Clock network drawn from the DEF:
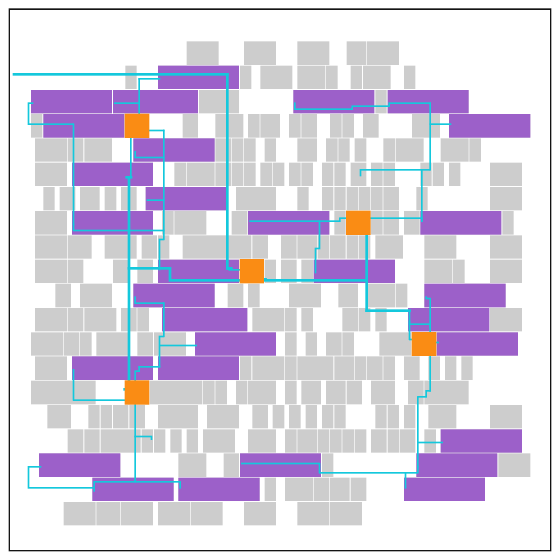
Placed cells, one color a class:
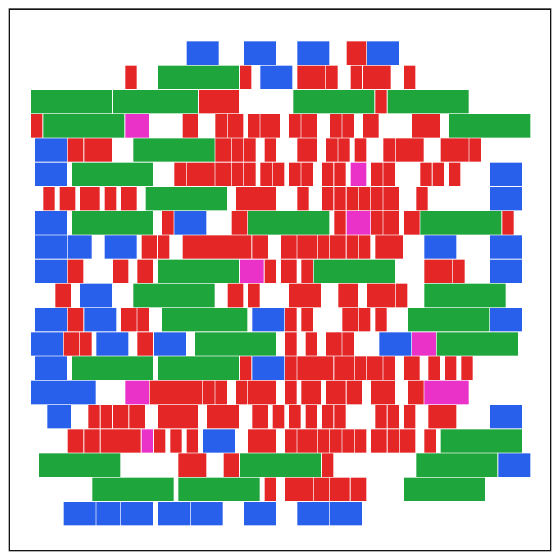
Sequential cells grouped by signal name:
Bar = 20 um. Other sequential cells in the stronger gray, the rest of the logic in the fainter gray.
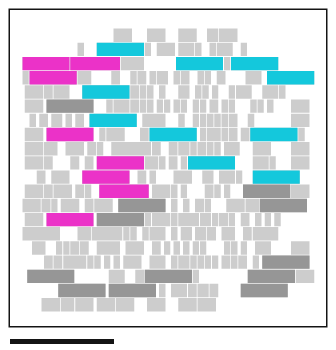
### src/rtl/vga_sync_gen_if.sv
// rtl/vga_sync_gen_if.sv - pixel-side bundle between the VGA timing core and pattern logic
interface vga_sync_gen_if;
  logic       ena;
  logic [5:0] rgb_in;
  logic       pix_en;
  logic [9:0] hpos;
  logic [9:0] vpos;
  logic       active;
  logic       frame_start;
  logic [7:0] uo_out;

  // master: pattern/sprite logic; slave: the timing generator
  modport master (
    output ena, rgb_in,
    input  pix_en, hpos, vpos, active, frame_start, uo_out
  );

  modport slave (
    input  ena, rgb_in,
    output pix_en, hpos, vpos, active, frame_start, uo_out
  );
endinterface

### src/rtl/vga_sync_gen.sv
// rtl/vga_sync_gen.sv - 640x480@60 VGA timing with TinyVGA-ordered registered output bus
module vga_sync_gen #(
  parameter int H_ACTIVE = 640,
  parameter int H_FP     = 16,
  parameter int H_SYNC   = 96,
  parameter int H_BP     = 48,
  parameter int V_ACTIVE = 480,
  parameter int V_FP     = 10,
  parameter int V_SYNC   = 2,
  parameter int V_BP     = 33,
  parameter int CLK_DIV  = 2
) (
  input  logic           clk,
  input  logic           rst_n,
  vga_sync_gen_if.slave  vga
);

  localparam int H_TOTAL = H_ACTIVE + H_FP + H_SYNC + H_BP;
  localparam int V_TOTAL = V_ACTIVE + V_FP + V_SYNC + V_BP;
  localparam int DIV_W   = (CLK_DIV > 1) ? $clog2(CLK_DIV) : 1;

  localparam logic [9:0]       H_LAST     = 10'(H_TOTAL - 1);
  localparam logic [9:0]       V_LAST     = 10'(V_TOTAL - 1);
  localparam logic [10:0]      H_ACT      = 11'(H_ACTIVE);
  localparam logic [10:0]      V_ACT      = 11'(V_ACTIVE);
  localparam logic [10:0]      H_SYNC_ON  = 11'(H_ACTIVE + H_FP);
  localparam logic [10:0]      H_SYNC_OFF = 11'(H_ACTIVE + H_FP + H_SYNC);
  localparam logic [10:0]      V_SYNC_ON  = 11'(V_ACTIVE + V_FP);
  localparam logic [10:0]      V_SYNC_OFF = 11'(V_ACTIVE + V_FP + V_SYNC);
  localparam logic [DIV_W-1:0] DIV_LAST   = DIV_W'(CLK_DIV - 1);
  localparam logic [7:0]       UO_IDLE    = 8'h88;

  logic [DIV_W-1:0] div_cnt;
  logic [9:0]       hpos_q;
  logic [9:0]       vpos_q;
  logic [7:0]       uo_q;
  logic             frame_start_q;
  logic             pix_en;
  logic             active;
  logic             hs_n;
  logic             vs_n;
  logic [5:0]       rgb_m;

  always @(posedge clk) begin : p_limits
    assert (H_TOTAL <= 1024 && V_TOTAL <= 1024)
      else $error("vga_sync_gen: timing totals exceed 10-bit counter range");
  end

  assign pix_en = vga.ena && (div_cnt == '0);
  assign active = ({1'b0, hpos_q} < H_ACT) && ({1'b0, vpos_q} < V_ACT);
  assign hs_n   = !(({1'b0, hpos_q} >= H_SYNC_ON) && ({1'b0, hpos_q} < H_SYNC_OFF));
  assign vs_n   = !(({1'b0, vpos_q} >= V_SYNC_ON) && ({1'b0, vpos_q} < V_SYNC_OFF));
  // colour is blanked outside the visible area regardless of rgb_in
  assign rgb_m  = vga.rgb_in & {6{active}};

  always_ff @(posedge clk or negedge rst_n) begin
    if (!rst_n) begin
      div_cnt       <= '0;
      hpos_q        <= '0;
      vpos_q        <= '0;
      uo_q          <= UO_IDLE;
      frame_start_q <= 1'b0;
    end else begin
      frame_start_q <= 1'b0;
      if (!vga.ena) begin
        uo_q <= UO_IDLE;
      end else begin
        div_cnt <= (div_cnt == DIV_LAST) ? '0 : div_cnt + 1'b1;
        if (pix_en) begin
          // TinyVGA pin order: {hs, B0, G0, R0, vs, B1, G1, R1}
          uo_q <= {hs_n, rgb_m[0], rgb_m[2], rgb_m[4], vs_n, rgb_m[1], rgb_m[3], rgb_m[5]};
          if (hpos_q == H_LAST) begin
            hpos_q        <= '0;
            vpos_q        <= (vpos_q == V_LAST) ? '0 : vpos_q + 1'b1;
            frame_start_q <= (vpos_q == V_LAST);
          end else begin
            hpos_q <= hpos_q + 1'b1;
          end
        end
      end
    end
  end

  assign vga.pix_en      = pix_en;
  assign vga.hpos        = hpos_q;
  assign vga.vpos        = vpos_q;
  assign vga.active      = active;
  assign vga.frame_start = frame_start_q;
  assign vga.uo_out      = uo_q;

endmodule
### src/flat_wrapper.sv
// flat-port wrapper written by rule: the top's interface ports become plain ports
module vga_sync_gen_flat 
#(
  parameter int H_ACTIVE = 640,
  parameter int H_FP     = 16,
  parameter int H_SYNC   = 96,
  parameter int H_BP     = 48,
  parameter int V_ACTIVE = 480,
  parameter int V_FP     = 10,
  parameter int V_SYNC   = 2,
  parameter int V_BP     = 33,
  parameter int CLK_DIV  = 2
)
  (clk, rst_n, vga_ena, vga_rgb_in, vga_pix_en, vga_hpos, vga_vpos, vga_active, vga_frame_start, vga_uo_out);
  vga_sync_gen_if vga_i ();
  input  logic clk;
  input  logic rst_n;
  input wire logic [$bits(vga_i.ena)-1:0] vga_ena;
  input wire logic [$bits(vga_i.rgb_in)-1:0] vga_rgb_in;
  output wire logic [$bits(vga_i.pix_en)-1:0] vga_pix_en;
  output wire logic [$bits(vga_i.hpos)-1:0] vga_hpos;
  output wire logic [$bits(vga_i.vpos)-1:0] vga_vpos;
  output wire logic [$bits(vga_i.active)-1:0] vga_active;
  output wire logic [$bits(vga_i.frame_start)-1:0] vga_frame_start;
  output wire logic [$bits(vga_i.uo_out)-1:0] vga_uo_out;
  assign vga_i.ena = vga_ena;
  assign vga_i.rgb_in = vga_rgb_in;
  assign vga_pix_en = vga_i.pix_en;
  assign vga_hpos = vga_i.hpos;
  assign vga_vpos = vga_i.vpos;
  assign vga_active = vga_i.active;
  assign vga_frame_start = vga_i.frame_start;
  assign vga_uo_out = vga_i.uo_out;
  vga_sync_gen #(.H_ACTIVE(H_ACTIVE), .H_FP(H_FP), .H_SYNC(H_SYNC), .H_BP(H_BP), .V_ACTIVE(V_ACTIVE), .V_FP(V_FP), .V_SYNC(V_SYNC), .V_BP(V_BP), .CLK_DIV(CLK_DIV)) u_core (.clk(clk), .rst_n(rst_n), .vga(vga_i));
endmodule
### config.mk
export PLATFORM = sky130hd
export DESIGN_NAME = vga_sync_gen_flat
export DESIGN_NICKNAME = d
export VERILOG_FILES = /design/src/rtl/vga_sync_gen_if.sv /design/src/rtl/vga_sync_gen.sv /design/src/flat_wrapper.sv
export SDC_FILE = /design/constraint.sdc
export NUM_CORES = 1
export LEC_CHECK = 0
export ABC_AREA = 1
export CORE_MARGIN = 2
export CORE_UTILIZATION = 53
export DETAILED_ROUTE_END_ITERATION = 12
export PLACE_DENSITY = 0.84
export SYNTH_ARGS = -nofsm -noshare
export SYNTH_HDL_FRONTEND = slang
export SYNTH_SLANG_ARGS = --single-unit
### constraint.sdc
create_clock -name clk -period 3.9 [get_ports clk]
set_clock_uncertainty 0.2 [all_clocks]
set_input_delay 1.17 -clock clk [delete_from_list [all_inputs] [get_ports clk]]
set_output_delay 1.17 -clock clk [all_outputs]
set_load 0.05 [all_outputs]
==> report_table.html <==
<h3>Flow metrics</h3>
<table>
<tr><th>Metric</th><th>Value</th></tr>
<tr><th colspan="2">Floorplan</th></tr>
<tr><td>Die extent in y</td><td>roughly 61 um</td></tr>
<tr><td>Share of the core filled by cells before placement</td><td>0.556</td></tr>
<tr><td>Number of cell rows</td><td>20</td></tr>
<tr><td>Horizontal die size</td><td>between 60 and 70 um</td></tr>
<tr><td>Area of the chip</td><td>about 3700 um2</td></tr>
<tr><td>Boundary pin count</td><td>40</td></tr>
<tr><th colspan="2">Synthesis</th></tr>
<tr><td>Top cells by count</td><td>51 x sky130_fd_sc_hd__nand2_1, 28 x sky130_fd_sc_hd__dfrtp_1, 25 x sky130_fd_sc_hd__nand3_1</td></tr>
<tr><td>Synth Warn #</td><td>0</td></tr>
<tr><td>Sequential fraction of the synthesis area</td><td>0.444</td></tr>
<tr><td>Distinct cells, synth</td><td>30</td></tr>
<tr><td>Fraction of post-synthesis cell area in the top cell type by area</td><td>0.413</td></tr>
<tr><td>Simple Share, Synth</td><td>0.335</td></tr>
<tr><td>Cell type with the highest aggregate area in the netlist</td><td>sky130_fd_sc_hd__dfrtp_1</td></tr>
<tr><td>Post-synthesis async set-or-reset flop share</td><td>1.00</td></tr>
<tr><td>Mux cell area share</td><td>0</td></tr>
<tr><td>Number of instances in the synthesized netlist</td><td>between 200 and 250</td></tr>
<tr><td>Chip Area, Yosys</td><td>1700 um2</td></tr>
<tr><td>Seq cells post-synth</td><td>30</td></tr>
<tr><td>Most used standard cell by instance count after synthesis</td><td>sky130_fd_sc_hd__nand2_1</td></tr>
<tr><td>Adder share</td><td>0.0295</td></tr>
<tr><td>Largest combinational cell category by area</td><td>simple AND/OR/NAND/NOR gates</td></tr>
<tr><td>Synthesized cell area</td><td>between 1500 and 2000 um2</td></tr>
<tr><td>Mean cell area of the mapped netlist</td><td>between 8 and 9 um2</td></tr>
<tr><th colspan="2">Global route</th></tr>
<tr><td>Total Routing Usage GR</td><td>0.235</td></tr>
<tr><td>Antenna violations before repair</td><td>0</td></tr>
<tr><td>First-pass GRT wire length</td><td>around 6300 um</td></tr>
<tr><td>Aggregate global routing overflow</td><td>0</td></tr>
<tr><td>Pin count of the biggest net entering global routing</td><td>31</td></tr>
<tr><td>Via count of the first global-routing pass</td><td>approximately 1400</td></tr>
<tr><th colspan="2">Critical path</th></tr>
<tr><td>Startpoint-to-endpoint class of the critical path</td><td>register to primary output</td></tr>
<tr><td>WP data arrival</td><td>roughly 2.3 ns</td></tr>
<tr><td>Nature of the critical path endpoint</td><td>primary output</td></tr>
<tr><td>Critical path launch point type</td><td>register</td></tr>
<tr><td>Critical path, cell by cell</td><td>inv_1, nand2_1, nor2_1, nor3_2, clkdlybuf4s50_1</td></tr>
<tr><td>Required time at the endpoint of the critical path</td><td>between 2 and 3 ns</td></tr>
<tr><td>Longest individual stage delay on the worst path</td><td>between 0.8 and 0.9 ns</td></tr>
<tr><td>Number of buffers and inverters on the critical path</td><td>2</td></tr>
<tr><td>Dominant delay contributor by cell family on the critical path</td><td>buffers and inverters</td></tr>
<tr><td>Critical path's slowest cell</td><td>sky130_fd_sc_hd__clkdlybuf4s50_1</td></tr>
<tr><th colspan="2">Layout</th></tr>
<tr><td>Area of all placed cells without fillers</td><td>2200 um2</td></tr>
<tr><td>Register area</td><td>about 750 um2</td></tr>
<tr><td>Multi-input logic area</td><td>a little over 800 um2</td></tr>
<tr><td>Most instantiated logic cell after routing</td><td>sky130_fd_sc_hd__nand2_1</td></tr>
<tr><td>Most instantiated logic cells after routing</td><td>51 x sky130_fd_sc_hd__nand2_1, 38 x sky130_fd_sc_hd__clkdlybuf4s50_1, 28 x sky130_fd_sc_hd__dfrtp_1</td></tr>
<tr><td>Share of cells above drive strength 1</td><td>0.121</td></tr>
<tr><td>Non-filler cells, final</td><td>301</td></tr>
<tr><td>Synthesis-to-layout area growth</td><td>29.6%</td></tr>
<tr><th colspan="2">Power</th></tr>
<tr><td>Leakage component of the power</td><td>0.990 nW</td></tr>
<tr><td>Max VDD drop</td><td>about 0.00044 V</td></tr>
<tr><td>Power Density</td><td>between 500 and 600 nW/um2</td></tr>
<tr><td>Total Power</td><td>1.12 mW</td></tr>
<tr><th colspan="2">Clocking</th></tr>
<tr><td>Number of CTS-inserted buffers</td><td>5</td></tr>
<tr><td>Root buffer selected by CTS</td><td>sky130_fd_sc_hd__clkbuf_4</td></tr>
<tr><td>CTS tree</td><td>built</td></tr>
<tr><td>Clock latency on the worst-skew pair</td><td>between 0.3 and 0.4 ns</td></tr>
<tr><td>Clock Sink Count</td><td>30</td></tr>
<tr><td>Maximum clock insertion buffer count</td><td>2</td></tr>
<tr><td>Post-CTS setup repair buffer count</td><td>0</td></tr>
<tr><td>Quantity of hold-fixing buffers added after cts</td><td>0</td></tr>
<tr><td>Clock transition time at the flip-flop clock pins of the worst setup and hold paths</td><td>0.09 ns</td></tr>
<tr><td>Number of gates resized after cts</td><td>0</td></tr>
<tr><td>CTS H-tree depth</td><td>2</td></tr>
<tr><th colspan="2">STA</th></tr>
<tr><td>RSZ-0062 raised after global routing</td><td>false</td></tr>
<tr><td>Final slew viol count</td><td>0</td></tr>
<tr><td>Shortest period the worst path allows</td><td>3.68 ns</td></tr>
<tr><td>Hold violation total from the final report</td><td>0</td></tr>
<tr><td>Period utilisation layout</td><td>0.944</td></tr>
<tr><td>Total negative slack</td><td>0 ns</td></tr>
<tr><td>Rel. slew slack</td><td>0.634</td></tr>
<tr><td>Fin Hold WS</td><td>0.323 ns</td></tr>
<tr><th colspan="2">Routing</th></tr>
<tr><td>Met3 Routed Length</td><td>~270 um</td></tr>
<tr><td>Detailed router's first-iteration violation count</td><td>75</td></tr>
<tr><td>DRC violation count after routing</td><td>0</td></tr>
<tr><td>Wire length on met1</td><td>about 1700 um</td></tr>
<tr><td>Overall via count from detail_route</td><td>roughly 1500</td></tr>
<tr><td>Vias per std cell</td><td>between 5 and 6</td></tr>
<tr><td>Routed wire per std cell</td><td>12.5 um</td></tr>
<tr><td>Uppermost layer routed</td><td>met4</td></tr>
<tr><td>Aggregate routed wire length</td><td>3760 um</td></tr>
<tr><th colspan="2">Placed design</th></tr>
<tr><td>Instance area at placement</td><td>2140 um2</td></tr>
<tr><td>Routability Congestion</td><td>0.958</td></tr>
<tr><td>Placed cell count</td><td>between 200 and 300</td></tr>
<tr><td>Number of buffer cells added on primary ports</td><td>39</td></tr>
<tr><td>Detailed placement HPWL</td><td>2800 um</td></tr>
<tr><th colspan="2">Hold path</th></tr>
<tr><td>Classification of the worst-slack hold path</td><td>register to register</td></tr>
<tr><th colspan="2">Status</th></tr>
<tr><td>Run status</td><td>complete, no violations</td></tr>
</table>
## Picture notes: 'clock network drawn from the DEF'
purple -> flip-flops  # count 30
orange -> clock-net drivers  # count 5
cyan -> clock wires  # length 376 um
routed clock nets = 6
flops lie = spread over the die

## Picture notes: 'placed cells, one color a class'
green -> sequential cells  # cells 30, share of their area 35%
red -> remaining logic cells  # cells 177, share of their area 42%
magenta -> clock drivers and dummy loads  # cells 8, share of their area 2.8%
blue -> remaining buffers and delay cells  # cells 42, share of their area 20%

## Picture notes: 'sequential cells grouped by signal name'
cyan -> u_core.vga.vpos  # placed flops 10
magenta -> u_core.vga.uo_out  # placed flops 8
not colored = 12

layer usage:
layer | track usage | vias to the layer above
met5 | 0 | -
met4 | 0.0839 | 0
met3 | 0.0704 | 8
met2 | 0.366 | 62
met1 | 0.312 | 689
li1 | - | 773
worst reg2reg max path, delay by kind of cell, from the launching register on:
family                 cells  cell delay (ns)
AND/OR/NAND/NOR            2             0.38
buffers and inverters      3             0.44
flip-flops                 1             0.50
AND-OR/OR-AND              2             0.22
where the power goes:
part	switching [mW]	total, mW	internal [mW]
combinational	0.331	0.488	0.157
clock	0.106	0.193	0.0872
sequential	0.0766	0.442	0.365
cell type report:
class,instances,share of cell area
sequential,30,0.342
timing repair buffer,42,0.192
tap,44,0.0250
multi-input combinational,152,0.371
clock inverter,1,0.00227
clock buffer,7,0.0250
inverter,25,0.0426
metrics by stage:
stage	util	setup WS (ns)
6_report	0.721	0.219
5_1_grt	0.721	0.0884
4_1_cts	0.721	0.239
3_5_place_dp	0.701	0.510
3_3_place_gp	0.701	0.518
2_1_floorplan	-	0.680
final timing paths:
path	start	end	slack, ns	cells past startpoint
max	u_core.vga.hpos[8]$_DFFE_PN0P_	vga_active	0.22	5
min in group asynchronous	rst_n	u_core.vga.hpos[0]$_DFFE_PN0P_	1.01	2
min reg2reg	u_core.vga.uo_out[4]$_DFFE_PN0P_	u_core.vga.uo_out[4]$_DFFE_PN0P_	0.32	2
max reg2reg	u_core.div_cnt$_DFFE_PN0P_	u_core.vga.hpos[3]$_DFFE_PN0P_	2.04	7
min	u_core.vga.uo_out[4]$_DFFE_PN0P_	u_core.vga.uo_out[4]$_DFFE_PN0P_	0.32	2
max in group asynchronous	rst_n	u_core.vga.uo_out[3]$_DFFE_PN1P_	2.17	2
No activity file was given, so power comes from the tool's default toggle rates.
